Fig. 1: run 1, placement by cell class
The bar under the picture is 20 µm long.
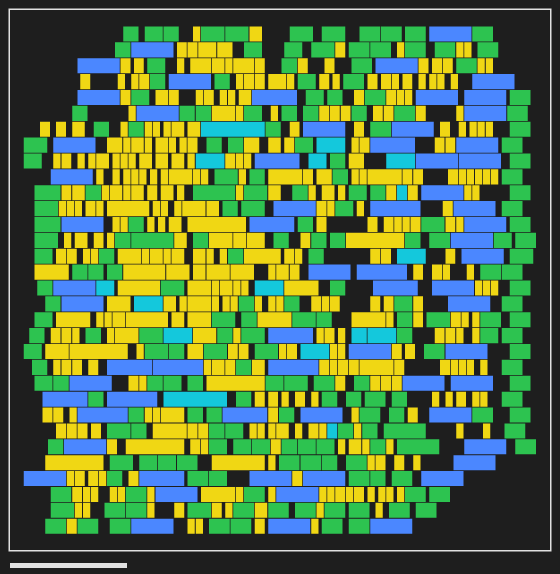
Fig. 2: run 1, clock wiring as the flow saved it
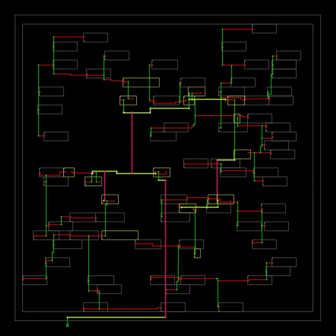
Fig. 3: run 1, signal wires on met1
Supply wires on this layer in gray. Cells faint in the background.
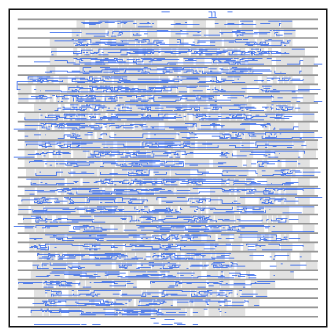
<file path="config.mk">
export PLATFORM = sky130hd
export DESIGN_NAME = pc_unit
export DESIGN_NICKNAME = d
export VERILOG_FILES = /design/src/rtl/pc_pkg.sv /design/src/rtl/pc_align_check.sv /design/src/rtl/pc_unit.sv
export SDC_FILE = /design/constraint.sdc
export NUM_CORES = 1
export LEC_CHECK = 0
export ABC_AREA = 1
export CAP_MARGIN = 20
export CORE_MARGIN = 2
export CORE_UTILIZATION = 44
export CTS_BUF_LIST = sky130_fd_sc_hd__clkbuf_8 sky130_fd_sc_hd__clkbuf_16
export CTS_CLUSTER_DIAMETER = 100
export DETAILED_ROUTE_END_ITERATION = 16
export PLACE_DENSITY = 0.81
export SLEW_MARGIN = 20
export SYNTH_ARGS = -nofsm -noshare
export SYNTH_HDL_FRONTEND = slang
export SYNTH_SLANG_ARGS = --single-unit
</file>
<file path="constraint.sdc">
create_clock -name clk -period 1.8 [get_ports clk]
set_clock_uncertainty 0.2 [all_clocks]
set_input_delay 0.18 -clock clk [delete_from_list [all_inputs] [get_ports clk]]
set_output_delay 0.18 -clock clk [all_outputs]
set_load 0.02 [all_outputs]
</file>
<file path="src/rtl/pc_pkg.sv">
// Shared types, step constants and alignment helper
// for the fetch program-counter unit.
package pc_pkg;

  typedef enum logic {
    RUN   = 1'b0,
    FAULT = 1'b1
  } pc_state_t;

  localparam int STEP2 = 2;
  localparam int STEP4 = 4;

  function automatic logic is_misaligned(
    input logic [63:0] addr,
    input logic        compressed
  );
    if (compressed)
      return addr[0];
    else
      return addr[1] | addr[0];
  endfunction

endpackage

</file>
<file path="src/rtl/pc_align_check.sv">
// Combinational misalignment detector
// for redirect targets.
module pc_align_check
  import pc_pkg::*;
#(
  parameter int XLEN       = 32,
  parameter bit COMPRESSED = 1'b0
) (
  input  logic [XLEN-1:0] addr,
  output logic            misaligned
);

  assign misaligned = is_misaligned(64'(addr), COMPRESSED);

endmodule

</file>
<file path="src/rtl/pc_unit.sv">
// Fetch PC register with sequential step,
// redirect, and misaligned-target trap.
module pc_unit
  import pc_pkg::*;
#(
  parameter int              XLEN         = 32,
  parameter logic [XLEN-1:0] RESET_VECTOR = '0,
  parameter logic [XLEN-1:0] TRAP_VECTOR  = '0,
  parameter bit              COMPRESSED   = 1'b0
) (
  input  logic            clk,
  input  logic            reset,
  input  logic            stall,
  input  logic            load,
  input  logic [XLEN-1:0] target,
  input  logic            inst_len,
  input  logic            trap,
  output logic [XLEN-1:0] pc,
  output logic [XLEN-1:0] pc_seq,
  output logic            fault,
  output logic [XLEN-1:0] fault_addr
);

  if (XLEN != 32 && XLEN != 64) begin : g_bad_xlen
    $error("pc_unit: XLEN must be 32 or 64");
  end
  if (is_misaligned(64'(RESET_VECTOR), COMPRESSED)) begin : g_bad_rv
    $error("pc_unit: RESET_VECTOR misaligned");
  end
  if (is_misaligned(64'(TRAP_VECTOR), COMPRESSED)) begin : g_bad_tv
    $error("pc_unit: TRAP_VECTOR misaligned");
  end

  pc_state_t       state_q, state_d;
  logic [XLEN-1:0] pc_q, pc_d;
  logic [XLEN-1:0] fault_addr_q, fault_addr_d;
  logic            fault_q, fault_d;
  logic [XLEN-1:0] step;
  logic            tgt_mis;

  pc_align_check #(
    .XLEN       (XLEN),
    .COMPRESSED (COMPRESSED)
  ) u_align (
    .addr       (target),
    .misaligned (tgt_mis)
  );

  assign step   = (COMPRESSED && inst_len) ? XLEN'(STEP2)
                                           : XLEN'(STEP4);
  assign pc_seq = pc_q + step;

  always_comb begin
    state_d      = state_q;
    pc_d         = pc_q;
    fault_addr_d = fault_addr_q;
    if (trap) begin
      pc_d    = TRAP_VECTOR;
      state_d = RUN;
    end else if (state_q == RUN && !stall) begin
      if (load && tgt_mis) begin
        fault_addr_d = target;
        state_d      = FAULT;
      end else if (load) begin
        pc_d = target;
      end else begin
        pc_d = pc_seq;
      end
    end
    fault_d = (state_d == FAULT);
  end

  always_ff @(posedge clk) begin
    if (reset) begin
      state_q      <= RUN;
      pc_q         <= RESET_VECTOR;
      fault_q      <= 1'b0;
      fault_addr_q <= '0;
    end else begin
      state_q      <= state_d;
      pc_q         <= pc_d;
      fault_q      <= fault_d;
      fault_addr_q <= fault_addr_d;
    end
  end

  assign pc         = pc_q;
  assign fault      = fault_q;
  assign fault_addr = fault_addr_q;

`ifdef FORMAL
  logic past_ok = 1'b0;
  always_ff @(posedge clk) past_ok <= 1'b1;

  always_comb begin
    assert (!is_misaligned(64'(pc_q), COMPRESSED));
    assert (fault_q == (state_q == FAULT));
  end

  always_ff @(posedge clk) begin
    if (past_ok && !$past(reset)) begin
      if ($past(trap))
        assert (pc_q == TRAP_VECTOR && !fault_q);
      else if ($past(state_q) == FAULT)
        assert ($stable(pc_q) && $stable(fault_addr_q) && fault_q);
      else if ($past(stall))
        assert ($stable(pc_q) && !fault_q);
      else if ($past(load) && $past(tgt_mis))
        assert ($stable(pc_q) && fault_q
                && fault_addr_q == $past(target));
      else if ($past(load))
        assert (pc_q == $past(target));
      else
        assert (pc_q == $past(pc_seq));
    end
    if (past_ok && $past(reset))
      assert (pc_q == RESET_VECTOR && !fault_q && fault_addr_q == '0);
  end
`endif

endmodule

</file>
==> flow.log, run 1 <==
[flow] final metrics
[metrics] Root Buffer Master: sky130_fd_sc_hd__clkbuf_8
[metrics] maximum root-to-sink buffer count: 2
[metrics] Crit Reg-Reg Startpoint: pc[3]$_SDFFE_PP0P_
[metrics] critical setup path kind: reg2out
[metrics] worst setup path startpoint: pc[3]$_SDFFE_PP0P_
[metrics] Worst Path Arrival: ~1.8 ns
[metrics] Comb area share: about 37%
[metrics] Placed Cells incl. Taps: 773
[metrics] ys async rst share: 0%
[metrics] y dimension of the die: 92.51 µm
[metrics] endpoints failing setup: 31
[metrics] Overall Power: between 3 and 4 mW
[metrics] highest-delay cell along the critical path: sky130_fd_sc_hd__dfxtp_2
[metrics] cell depth of the worst min-delay path: 2
[metrics] width of the die: about 93 µm
[metrics] Cell Area, Synth: between 0.003 and 0.004 mm²
[metrics] proportion of cell area spent on the clock network: 3.646%
[metrics] final weighted congestion of routability-driven global placement: about 0.91
[metrics] RSZ-0062 raised after global routing: true
[metrics] type of the most critical hold path: reg2reg
[metrics] number of setup buffers added after CTS: 7
[metrics] shortest clock period the worst path allows after layout: roughly 2.2 ns
[metrics] Setup Slack @ Placement: -0.5093 ns
[metrics] Worst EP required: around 1.4 ns
[metrics] area share of the leading cell type in the synthesized netlist: 37.75%
[metrics] Yosys warning total: 0
[metrics] IR drop worst, VDD: 513.2 µV
[metrics] endpoint kind of the worst setup timing path: output port
[metrics] post-cts sizing count: between 200 and 250
[metrics] antenna violations before repair: 0
[metrics] critical path depth in cells: 9
[metrics] Worst setup SP type: register
[metrics] run status: complete, but fails checks
[metrics] period utilization: 122.7%
[metrics] number of logic gates: around 380
[metrics] CP delay by family, top: simple AND/OR/NAND/NOR gates
[metrics] non-clock inverter instance count of the final layout: 27
[metrics] vias in the first global route: approximately 3,900
[metrics] Layout Cells excl Fill: roughly 810
[metrics] sequential area share after synthesis: a little under two fifths
[metrics] worst max-slew margin expressed relative to the limit: a little under half
[metrics] crit path setup slack, layout: -0.4081 ns
[metrics] Gate Count Post-Synth: 499
[metrics] violated checks: setup timing
[metrics] maximum frequency from static timing analysis: between 400 and 500 MHz
[metrics] Worst Hold Launch: fault_addr[31]$_SDFFE_PP0P_
[metrics] most used flip-flop cell after synthesis: sky130_fd_sc_hd__dfxtp_1
[metrics] FILL cells: a little over 500
[metrics] Worst Tran Pin Value: approximately 0.8 ns
[metrics] CTS H-Tree Depth: 3
[metrics] Worst Hold End: fault_addr[31]$_SDFFE_PP0P_
[metrics] worst setup path endpoint: pc_seq[19]
[metrics] detailed-route DRC error count: 0
[metrics] Pre-Place Util: approximately 45%
[metrics] I/O Pins: ~140
[metrics] count of hold buffers inserted by post-cts repair: 0
[metrics] critical path's largest stage delay: roughly 0.37 ns
[metrics] leading post-synthesis cells by cell area: sky130_fd_sc_hd__dfxtp_1 (38%), sky130_fd_sc_hd__nand2_1 (11%), sky130_fd_sc_hd__nor2_1 (10%)
[metrics] tapcell count: ~100
[metrics] vias per cell: around 5.3
[metrics] number of distinct library cells after synthesis: 25
-- Fig. 1 (at the start) --
yellow -> remaining logic cells  # cells 409
green -> remaining buffers and delay cells  # cells 214
blue -> sequential cells  # cells 65
cyan -> clock drivers and dummy loads  # cells 16
fraction of the core area covered by cells at the end of the flow: 78.53%
sequential share of cell area: 22.25%
row cnt: 32

-- Fig. 2 (at the start) --
power in the clock group: 1.39 mW
worst-skew pair later-pin latency: 0.34 ns
flip-flop and latch count: 65

-- Fig. 3 (at the start) --
main direction = horizontal
wire length on this layer = 5,680 µm
longest straight run = 35.9 µm
total vias in the final route: 4,235
sum of routed wire length over all layers: 13.77 mm
GR Util met1: 37.85%

[run 1: sequential cells by signal, summed over array words and instances (netlist names)]
register    flops
fault           1
fault_addr     32
pc             32
[run 1: where the power goes]
| part | switching (mW) | leakage (nW) | internal (mW) |
|---|---|---|---|
| Clock | 0.611 | 0.109 | 0.779 |
| Combinational | 0.413 | 2.07 | 0.348 |
| Sequential | 0.0489 | 0.538 | 1.50 |
[run 1: layer usage]
metal	routed length, µm	global-route usage (%)
met1	5679	37.85
met2	6864	51.09
met3	800	5.452
met4	427	8.706
met5	0	0
[run 1: layout by cell type, fill, tap and decap left out, types with 6 or more instances in the layout]
cell	instances
sky130_fd_sc_hd__nand2_4	6
sky130_fd_sc_hd__dlygate4sd2_1	30
sky130_fd_sc_hd__nand2_1	89
sky130_fd_sc_hd__inv_1	23
sky130_fd_sc_hd__a21oi_1	56
sky130_fd_sc_hd__clkbuf_8	9
sky130_fd_sc_hd__nor2_1	75
sky130_fd_sc_hd__nor2_4	10
sky130_fd_sc_hd__nand3_1	13
sky130_fd_sc_hd__buf_4	78
sky130_fd_sc_hd__nor2_2	17
sky130_fd_sc_hd__buf_6	26
sky130_fd_sc_hd__o21ai_0	61
sky130_fd_sc_hd__xor2_2	7
sky130_fd_sc_hd__clkdlybuf4s50_1	73
sky130_fd_sc_hd__dfxtp_4	6
sky130_fd_sc_hd__dfxtp_1	49
sky130_fd_sc_hd__nand2_2	16
sky130_fd_sc_hd__dfxtp_2	10
[run 1: logic make-up after synthesis]
group                      Yosys count  share of synthesized area, %
buffers and inverters               52                         6.352
and+or+nand+nor                    244                         32.56
AOI/OAI and AO/OA                  122                         17.86
adders and majority gates            1                        0.3629
DFF                                 65                         37.75
xor gates and xnor gates            15                         5.118
Fig. 4: run 1, clock distribution
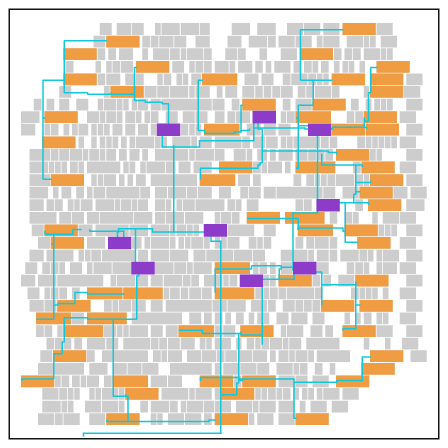

==> inputs of run 2 (changes only) <==
--- a/config.mk
+++ b/config.mk
@@ -12,6 +12,7 @@
 export CTS_BUF_LIST = sky130_fd_sc_hd__clkbuf_8 sky130_fd_sc_hd__clkbuf_16
 export CTS_CLUSTER_DIAMETER = 100
 export DETAILED_ROUTE_END_ITERATION = 16
+export GPL_ROUTABILITY_DRIVEN = 0
 export PLACE_DENSITY = 0.81
 export SLEW_MARGIN = 20
 export SYNTH_ARGS = -nofsm -noshare
Fig. 5: run 2, clock distribution
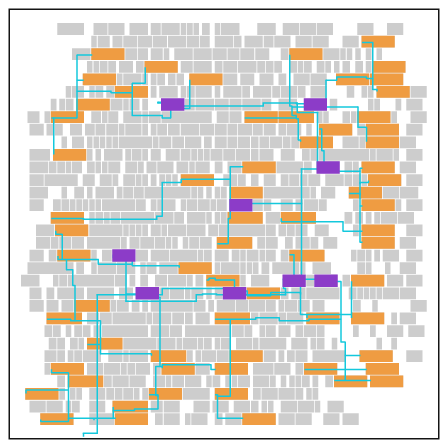
orange -> flip-flops  # count 65
purple -> clock-net drivers  # count 9
cyan -> clock wires  # length 876 µm
routed clock nets = 10
flops lie = widely spread
worst-skew pair later-pin latency: 0.35 ns
power in the clock group: 1.41 mW

Fig. 6: run 2, placement by cell class
The bar under the picture is 20 µm long.
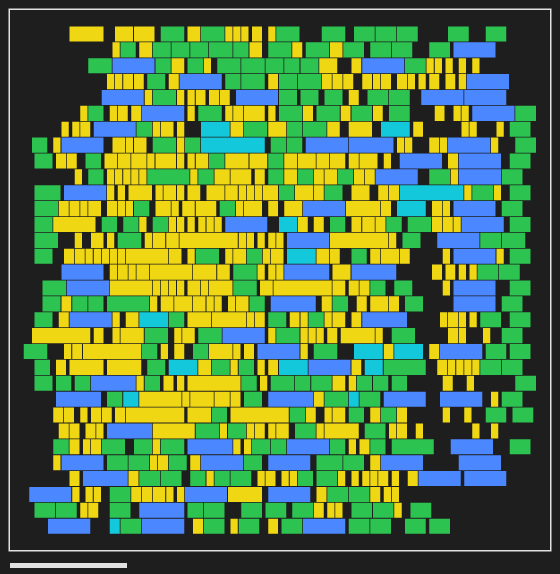
yellow -> remaining logic cells  # cells 409
green -> remaining buffers and delay cells  # cells 211
blue -> sequential cells  # cells 65
cyan -> clock drivers and dummy loads  # cells 16
final instance area: 0.006063 mm²
sequential share of cell area: 21.71%
fraction of the core area covered by cells at the end of the flow: 79.29%
area inside the core boundary: 0.007647 mm²

Fig. 7: run 2, cell sizes after repair
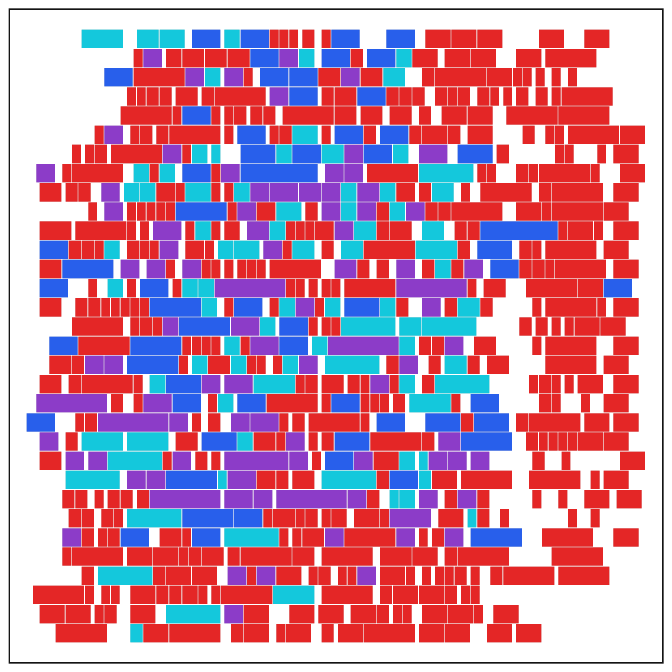
red -> x1 and smaller  # cells 469, share 67%, most used nor2_1
cyan -> x2  # cells 83, share 12%, most used nand2_2
purple -> x3 and x4  # cells 89, share 13%, most used buf_4
blue -> x6 and larger  # cells 60, share 8.6%, most used buf_6
Area Overhead vs Synth: 75.90%
Repair and plain buffers: 211

==> run 2 against run 1 <==
The run still ends with setup timing left; wire length rose by 12%; die area did not move; synthesized cell count did not move; non-clock buffer count fell by 3; hold slack got worse by 0.0048 ns; cell area rose by 0.96%; critical path type unchanged; critical endpoint is now pc_seq[18].
==> flow.log, run 2 <==
[flow] final metrics
[metrics] run status: complete, but fails checks
[metrics] violated checks: setup timing
[metrics] most common cell after layout, fill and taps aside: sky130_fd_sc_hd__nor2_1
[metrics] cell internal pwr: around 2.6 mW
[metrics] combinational cell fraction of total power: 20.9%
[metrics] highest-delay cell along the critical path: sky130_fd_sc_hd__dfxtp_1
[metrics] Worst EP required: around 1.4 ns
[metrics] CTS H-Tree Depth: 3
[metrics] period utilization: 134.1%
[metrics] leading post-synthesis cells by cell area: sky130_fd_sc_hd__dfxtp_1 (38%), sky130_fd_sc_hd__nand2_1 (11%), sky130_fd_sc_hd__nor2_1 (10%)
[metrics] IR drop worst, VDD: 466.6 µV
[metrics] detailed-route DRC error count: 0
[metrics] share of synthesized area spent on multiplexers: 0%
[metrics] P_seq: roughly 1.6 mW
[metrics] Top Consumer: registers
[metrics] sum of routed wire length over all layers: approximately 15 mm
[metrics] width of the die: approximately 93 µm
[metrics] Yosys warning total: 0
[metrics] most used flip-flop cell after synthesis: sky130_fd_sc_hd__dfxtp_1
[metrics] critical setup path kind: reg2out
[metrics] RSZ-0062 raised after global routing: true
[metrics] worst max-slew margin expressed relative to the limit: roughly half
[metrics] sequential share of power: about two fifths
[metrics] crit path setup slack, layout: -0.6141 ns
[metrics] shortest clock period the worst path allows after layout: around 2.4 ns
[metrics] endpoints failing setup: 43
[metrics] Pre-Place Util: between 40% and 50%
[metrics] net switching power: 1.113 mW
[metrics] maximum frequency from static timing analysis: 414.2 MHz
[metrics] ys async rst share: 0%
[metrics] Crit Reg-Reg Startpoint: pc[12]$_SDFFE_PP0P_
[metrics] metal2 WL: 7.341 mm
[metrics] number of distinct library cells after synthesis: 25
[metrics] GR Util met1: 37.51%
[metrics] Worst Tran Pin Value: between 0.7 and 0.8 ns
[metrics] I/O Pins: 135
[metrics] y dimension of the die: 92.51 µm
[metrics] Worst Path Arrival: between 2 and 2.5 ns
[metrics] count of hold buffers inserted by post-cts repair: 0
[metrics] total vias in the final route: 4,565
[metrics] type of the most critical hold path: in2reg
[metrics] switching part of the total power: ~30%
[metrics] uppermost layer routed: met4
[metrics] Root Buffer Master: sky130_fd_sc_hd__clkbuf_8
[metrics] Overall Power: between 3 and 4 mW
[metrics] maximum root-to-sink buffer count: 2
[metrics] prevailing logic family in the synthesized netlist: simple AND/OR/NAND/NOR gates
[metrics] Gate Count Post-Synth: 499
[metrics] AO/OA Area Share: between 10% and 20%
[metrics] cell depth of the worst min-delay path: 3
[metrics] simple-gate share of the synthesized area: between 30% and 40%
[metrics] vias per cell: approximately 5.7
[metrics] met3 wire length: between 1 and 1.5 mm
[metrics] Worst setup SP type: register
[metrics] Worst Hold End: pc[2]$_SDFFE_PP0P_
[metrics] Comb group: 0.782 mW
[metrics] area share of the leading cell type in the synthesized netlist: between 30% and 40%
[metrics] row cnt: 32
[metrics] CP delay by family, top: simple AND/OR/NAND/NOR gates
[metrics] peak-usage layer in the global routing report: met2
[metrics] antenna violations before repair: 0
[metrics] most frequent cells in the layout: sky130_fd_sc_hd__nor2_1 (84), sky130_fd_sc_hd__nand2_1 (76), sky130_fd_sc_hd__clkdlybuf4s50_1 (73), sky130_fd_sc_hd__buf_4 (63), sky130_fd_sc_hd__o21ai_0 (61)
[metrics] relative contribution of the clock network to total power: between 30% and 40%
[metrics] endpoint kind of the worst setup timing path: output port
run 2: netlist changes by cell type in the layout (fill, tap and decap cells not counted), sizes merged:
cell and change:
buf -2, dlygate4sd2 -1
run 2: logic make-up (layout without fill, tap and decap cells):
logic type               Yosys count  count (layout)
adder cells (fa/ha/maj)            1               1
AND-OR/OR-AND                    122             122
AND/OR/NAND/NOR                  244             244
buffers and inverters             52             254
XOR/XNOR                          15              15
flip-flops                        65              65
run 2: through the flow:
stage	hold WS (ns)	worst slack (ns)	cell area [µm²]
detailed placement	0.2705	-0.4731	5320
global placement	0.2589	-0.4189	5320
floorplan	0.1244	-0.02368	3518
global route	0.2783	-0.6533	6063
finish	0.2775	-0.6141	6063
CTS	0.2601	-0.3384	5674
run 2: cell type report:
type                            instances  area [µm²]
Fill cell                             477        1584
Tap cell                              102       127.6
Multi-Input combinational cell        382        2285
Clock buffer                            9       123.9
Inverter                               27       103.9
Clock inverter                          7       95.09
Sequential cell                        65        1316
Timing Repair Buffer                  211        2012
run 2: worst max path at each step:
stage               cells after the start             endpoint  slack (ns)                 from
global route                            9           pc_seq[23]       -0.65  pc[18]$_SDFFE_PP0P_
detailed placement                      9           pc_seq[26]       -0.47   pc[2]$_SDFFE_PP0P_
CTS                                     8           pc_seq[18]       -0.34   pc[3]$_SDFFE_PP0P_
global placement                        9           pc_seq[26]       -0.42   pc[2]$_SDFFE_PP0P_
floorplan                               8  pc[18]$_SDFFE_PP0P_       -0.02   pc[3]$_SDFFE_PP0P_
finish                                  7           pc_seq[18]       -0.61  pc[12]$_SDFFE_PP0P_
run 2: repair_timing:
item / in CTS / in global routing
endpoints found under the setup margin: 56 / 39
hold endpoints to repair: 0 / 0
gates resized: 211 / 83
pin swaps: 23 / 39
setup buffers: 10 / 14
Fig. 8: run 2, signal wires on met1
Supply wires on this layer in gray. Cells faint in the background.
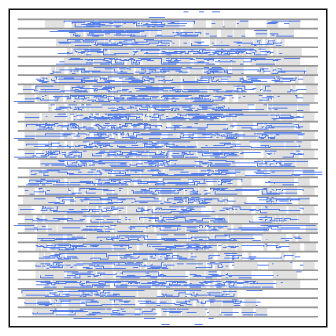

==> inputs of run 3 (changes only) <==
--- a/config.mk
+++ b/config.mk
@@ -7,13 +7,15 @@
 export LEC_CHECK = 0
 export ABC_AREA = 1
 export CAP_MARGIN = 20
+export CELL_PAD_IN_SITES_DETAIL_PLACEMENT = 1
+export CELL_PAD_IN_SITES_GLOBAL_PLACEMENT = 2
 export CORE_MARGIN = 2
-export CORE_UTILIZATION = 44
+export CORE_UTILIZATION = 23
 export CTS_BUF_LIST = sky130_fd_sc_hd__clkbuf_8 sky130_fd_sc_hd__clkbuf_16
 export CTS_CLUSTER_DIAMETER = 100
 export DETAILED_ROUTE_END_ITERATION = 16
 export GPL_ROUTABILITY_DRIVEN = 0
-export PLACE_DENSITY = 0.81
+export PLACE_DENSITY = 0.86
 export SLEW_MARGIN = 20
 export SYNTH_ARGS = -nofsm -noshare
 export SYNTH_HDL_FRONTEND = slang
Fig. 9: run 3, signal wires on met1
Supply wires on this layer in gray. Cells faint in the background.
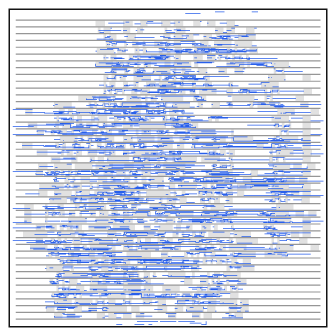
nets with wire on the layer = 689
share of all routed wire = 43%
GR Util met1: 22.60%
sum of routed wire length over all layers: 15.80 mm

Fig. 10: run 3, placement by cell class
The bar under the picture is 50 µm long.
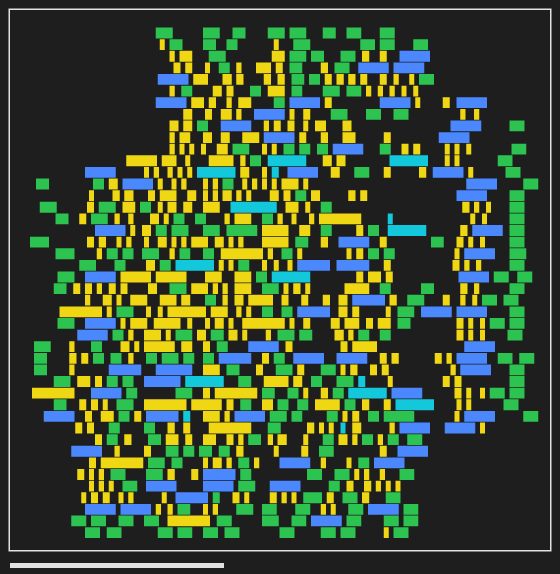
cyan -> clock drivers and dummy loads  # cells 15
blue -> sequential cells  # cells 65
green -> remaining buffers and delay cells  # cells 224
yellow -> remaining logic cells  # cells 409
fraction of the core area covered by cells at the end of the flow: 43.95%
sequential share of cell area: 20.59%

==> run 3 against run 2 <==
The run still ends with setup timing left; largest power group is now the clock network; global-route usage down 11 points; synthesized area stayed put; synthesized cell count stayed put; setup slack gained 0.21 ns; non-clock buffer count rose by 13; fmax increased by 9.6%; sequential power about the same; count of clock-buffer cells in the layout stayed put; clock power increased by 22%; highest routed layer unchanged; hold slack improved by 0.0065 ns; wire length grew 2.8%.
==> flow.log, run 3 <==
[flow] final metrics
[metrics] run status: complete, but fails checks
[metrics] violated checks: setup timing
[metrics] average detailed-routed wire length per instance: about 18 µm
[metrics] vias in the first global route: between 4,000 and 5,000
[metrics] critical path's largest stage delay: around 0.37 ns
[metrics] ys async rst share: 0%
[metrics] highest-delay cell along the critical path: sky130_fd_sc_hd__dfxtp_4
[metrics] row cnt: approximately 44
[metrics] width of the die: about 130 µm
[metrics] final-report hold violation count: 0
[metrics] most common cell after layout, fill and taps aside: sky130_fd_sc_hd__nor2_1
[metrics] IO buf count: approximately 130
[metrics] largest net degree at the start of global routing: 33
[metrics] detailed-route DRC error count: 0
[metrics] Gate Count Post-Synth: around 500
[metrics] max-capacitance violation count: 0
[metrics] IR drop worst, VDD: around 490 µV
[metrics] maximum net fanout on the critical path: 5
[metrics] Worst EP required: approximately 1.4 ns
[metrics] number of synthesized flops with an enable pin: 0
[metrics] Leakage: 2.853 nW
[metrics] antenna violations before repair: 0
[metrics] worst hold slack across all endpoints: 0.2840 ns
[metrics] Worst Path Arrival: ~1.8 ns
[metrics] most used flip-flop cell after synthesis: sky130_fd_sc_hd__dfxtp_1
[metrics] number of setup buffers added after CTS: 10
[metrics] Root Buffer Master: sky130_fd_sc_hd__clkbuf_16
[metrics] maximum frequency from static timing analysis: ~450 MHz
[metrics] final antenna-violating net count: 0
[metrics] library cell with the largest summed area after synthesis: sky130_fd_sc_hd__dfxtp_1
[metrics] RSZ-0062 raised after global routing: true
[metrics] GRT overflow: 0
[metrics] most popular library cell in the synthesized design by count: sky130_fd_sc_hd__nand2_1
[metrics] Setup Slack @ Placement: -0.6094 ns
[metrics] Clock transition at path regs: ~0.060 ns
[metrics] critical path cell sequence: buf_6 > clkinvlp_4 > nor2_8 > nand2_8 > nor2_8 > nand3_4 > and2_4 > buf_6
[metrics] type of the most critical hold path: reg2reg
[metrics] detailed router's first-iteration violation count: roughly 170
[metrics] count of hold buffers inserted by post-cts repair: 0
[metrics] area share of the leading cell type in the synthesized netlist: about 38%
[metrics] aggregate global-route resource usage: 18.75%
[metrics] number of nets produced by synthesis: ~540
[metrics] cells in synth_stat.txt: between 400 and 500
[metrics] Placed Area: about 0.0055 mm²
[metrics] worst setup path startpoint: pc[2]$_SDFFE_PP0P_
[metrics] Area Overhead vs Synth: 85.99%
[metrics] leading post-synthesis cells by cell area: sky130_fd_sc_hd__dfxtp_1 (38%), sky130_fd_sc_hd__nand2_1 (11%), sky130_fd_sc_hd__nor2_1 (10%)
[metrics] area inside the core boundary: approximately 0.015 mm²
[metrics] CTS H-Tree Depth: 3
[metrics] critical setup path kind: reg2out
[metrics] sequential area share after synthesis: around 38%
[metrics] final instance area: approximately 0.0064 mm²
[metrics] period utilization: 122.4%
[metrics] crit path setup slack, layout: -0.4024 ns
[metrics] number of distinct library cells after synthesis: 25
[metrics] global-route wire length before repair: ~24 mm
[metrics] number of buffers and inverters on the critical path: 3
[metrics] y dimension of the die: 126.4 µm
[metrics] number of storage elements in the synthesis netlist: 65
[metrics] diode insertion count for antenna repair: 0
[metrics] Detail Placement HPWL: about 11 mm
[metrics] I/O Pins: 135
[metrics] Worst setup SP type: register
[metrics] fin nets: 748
[metrics] Yosys warning total: 0
[metrics] CP delay by family, top: simple AND/OR/NAND/NOR gates
[metrics] worst max-slew margin expressed relative to the limit: a little under half
[metrics] Overall Power: ~4 mW
[metrics] yosys-reported design area after synthesis: 0.003447 mm²
[metrics] total vias in the final route: 4,171
[metrics] maximum root-to-sink buffer count: 2
[metrics] Total Die Area: ~0.016 mm²
[metrics] endpoints failing setup: 35
[metrics] vias per cell: approximately 4.6
[metrics] Worst Hold Launch: fault_addr[1]$_SDFFE_PP0P_
[metrics] most frequent cells after synthesis: sky130_fd_sc_hd__nand2_1 (105), sky130_fd_sc_hd__nor2_1 (93), sky130_fd_sc_hd__dfxtp_1 (65)
[metrics] Pre-Place Util: about a quarter
[metrics] pins over their slew limit: 0
[metrics] shortest clock period the worst path allows after layout: roughly 2.2 ns
[metrics] Log Warnings: 30
[metrics] most frequent cells in the layout: sky130_fd_sc_hd__nor2_1 (81), sky130_fd_sc_hd__buf_4 (77), sky130_fd_sc_hd__nand2_1 (75), sky130_fd_sc_hd__clkdlybuf4s50_1 (73), sky130_fd_sc_hd__o21ai_0 (61)
[metrics] TritonCTS clock tree: built
[metrics] Crit Reg-Reg Startpoint: pc[3]$_SDFFE_PP0P_
[metrics] endpoint kind of the worst setup timing path: output port
[metrics] Worst Tran Pin Value: approximately 0.8 ns
[metrics] Cell Area, Synth: 0.003447 mm²
[metrics] post-cts sizing count: approximately 220
Fig. 11: run 3, clock wiring as the flow saved it
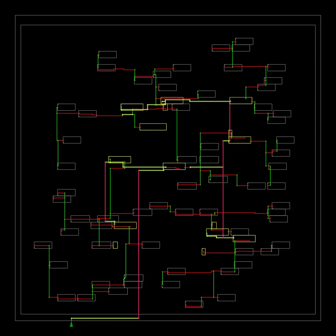
clock buffers: 9
worst-skew pair later-pin latency: 0.34 ns
CTS buffer count: 9
power in the clock group: 1.72 mW
total clock sinks: 65

[run 3: metrics by stage]
step	std cells	util, %
after global placement	865	37.92
final	897	43.95
after CTS	889	41.20
after floorplan	499	-
after detailed placement	865	37.92
after global routing	897	43.95
[run 3: cell type report]
class	count	area (µm²)
clock inverters	6	52.55
fillers	1752	8178
flip-flops and latches	65	1320
well taps	184	230.2
clock buffers	9	225.2
multi-input cells	382	2391
inverters	27	105.1
repair buffers	224	2087
[run 3: cells by family after synthesis]
kind of cell,Yosys count,synth area share [%]
and+or+nand+nor,244,32.56
AOI/OAI and AO/OA,122,17.86
DFF,65,37.75
buffers and inverters,52,6.352
xor gates and xnor gates,15,5.118
adders and majority gates,1,0.3629
[run 3: worst min-delay path: stages (launching register included)]
cell and delay (ns):
sky130_fd_sc_hd__dfxtp_1 0.32, sky130_fd_sc_hd__nor2_1 0.05, sky130_fd_sc_hd__nor2_1 0.08
[run 3: layer usage]
layer / share of wire (%) / wire [µm] / global-route usage, %
met1: 43 / 6792 / 22.60
met2: 51 / 8087 / 33.25
met3: 3.5 / 549 / 3.585
met4: 2.3 / 367 / 6.529
met5: 0 / 0 / 0
[run 3: power by group]
| group | leakage, nW | internal (mW) | total, mW | switching, mW |
|---|---|---|---|---|
| logic | 2.17 | 0.376 | 0.816 | 0.439 |
| clock network | 0.147 | 1.05 | 1.72 | 0.672 |
| registers | 0.535 | 1.50 | 1.55 | 0.0498 |
[run 3: final timing paths]
check / slack (ns) / end / depth (start not counted)
worst max register to register: -0.08 / pc[8]$_SDFFE_PP0P_ / 10
worst min register to register: 0.28 / fault_addr[1]$_SDFFE_PP0P_ / 2
worst max-delay path: -0.40 / pc_seq[19] / 8
worst min-delay path: 0.28 / fault_addr[1]$_SDFFE_PP0P_ / 2
No activity file was given, so power comes from the tool's default toggle rates.
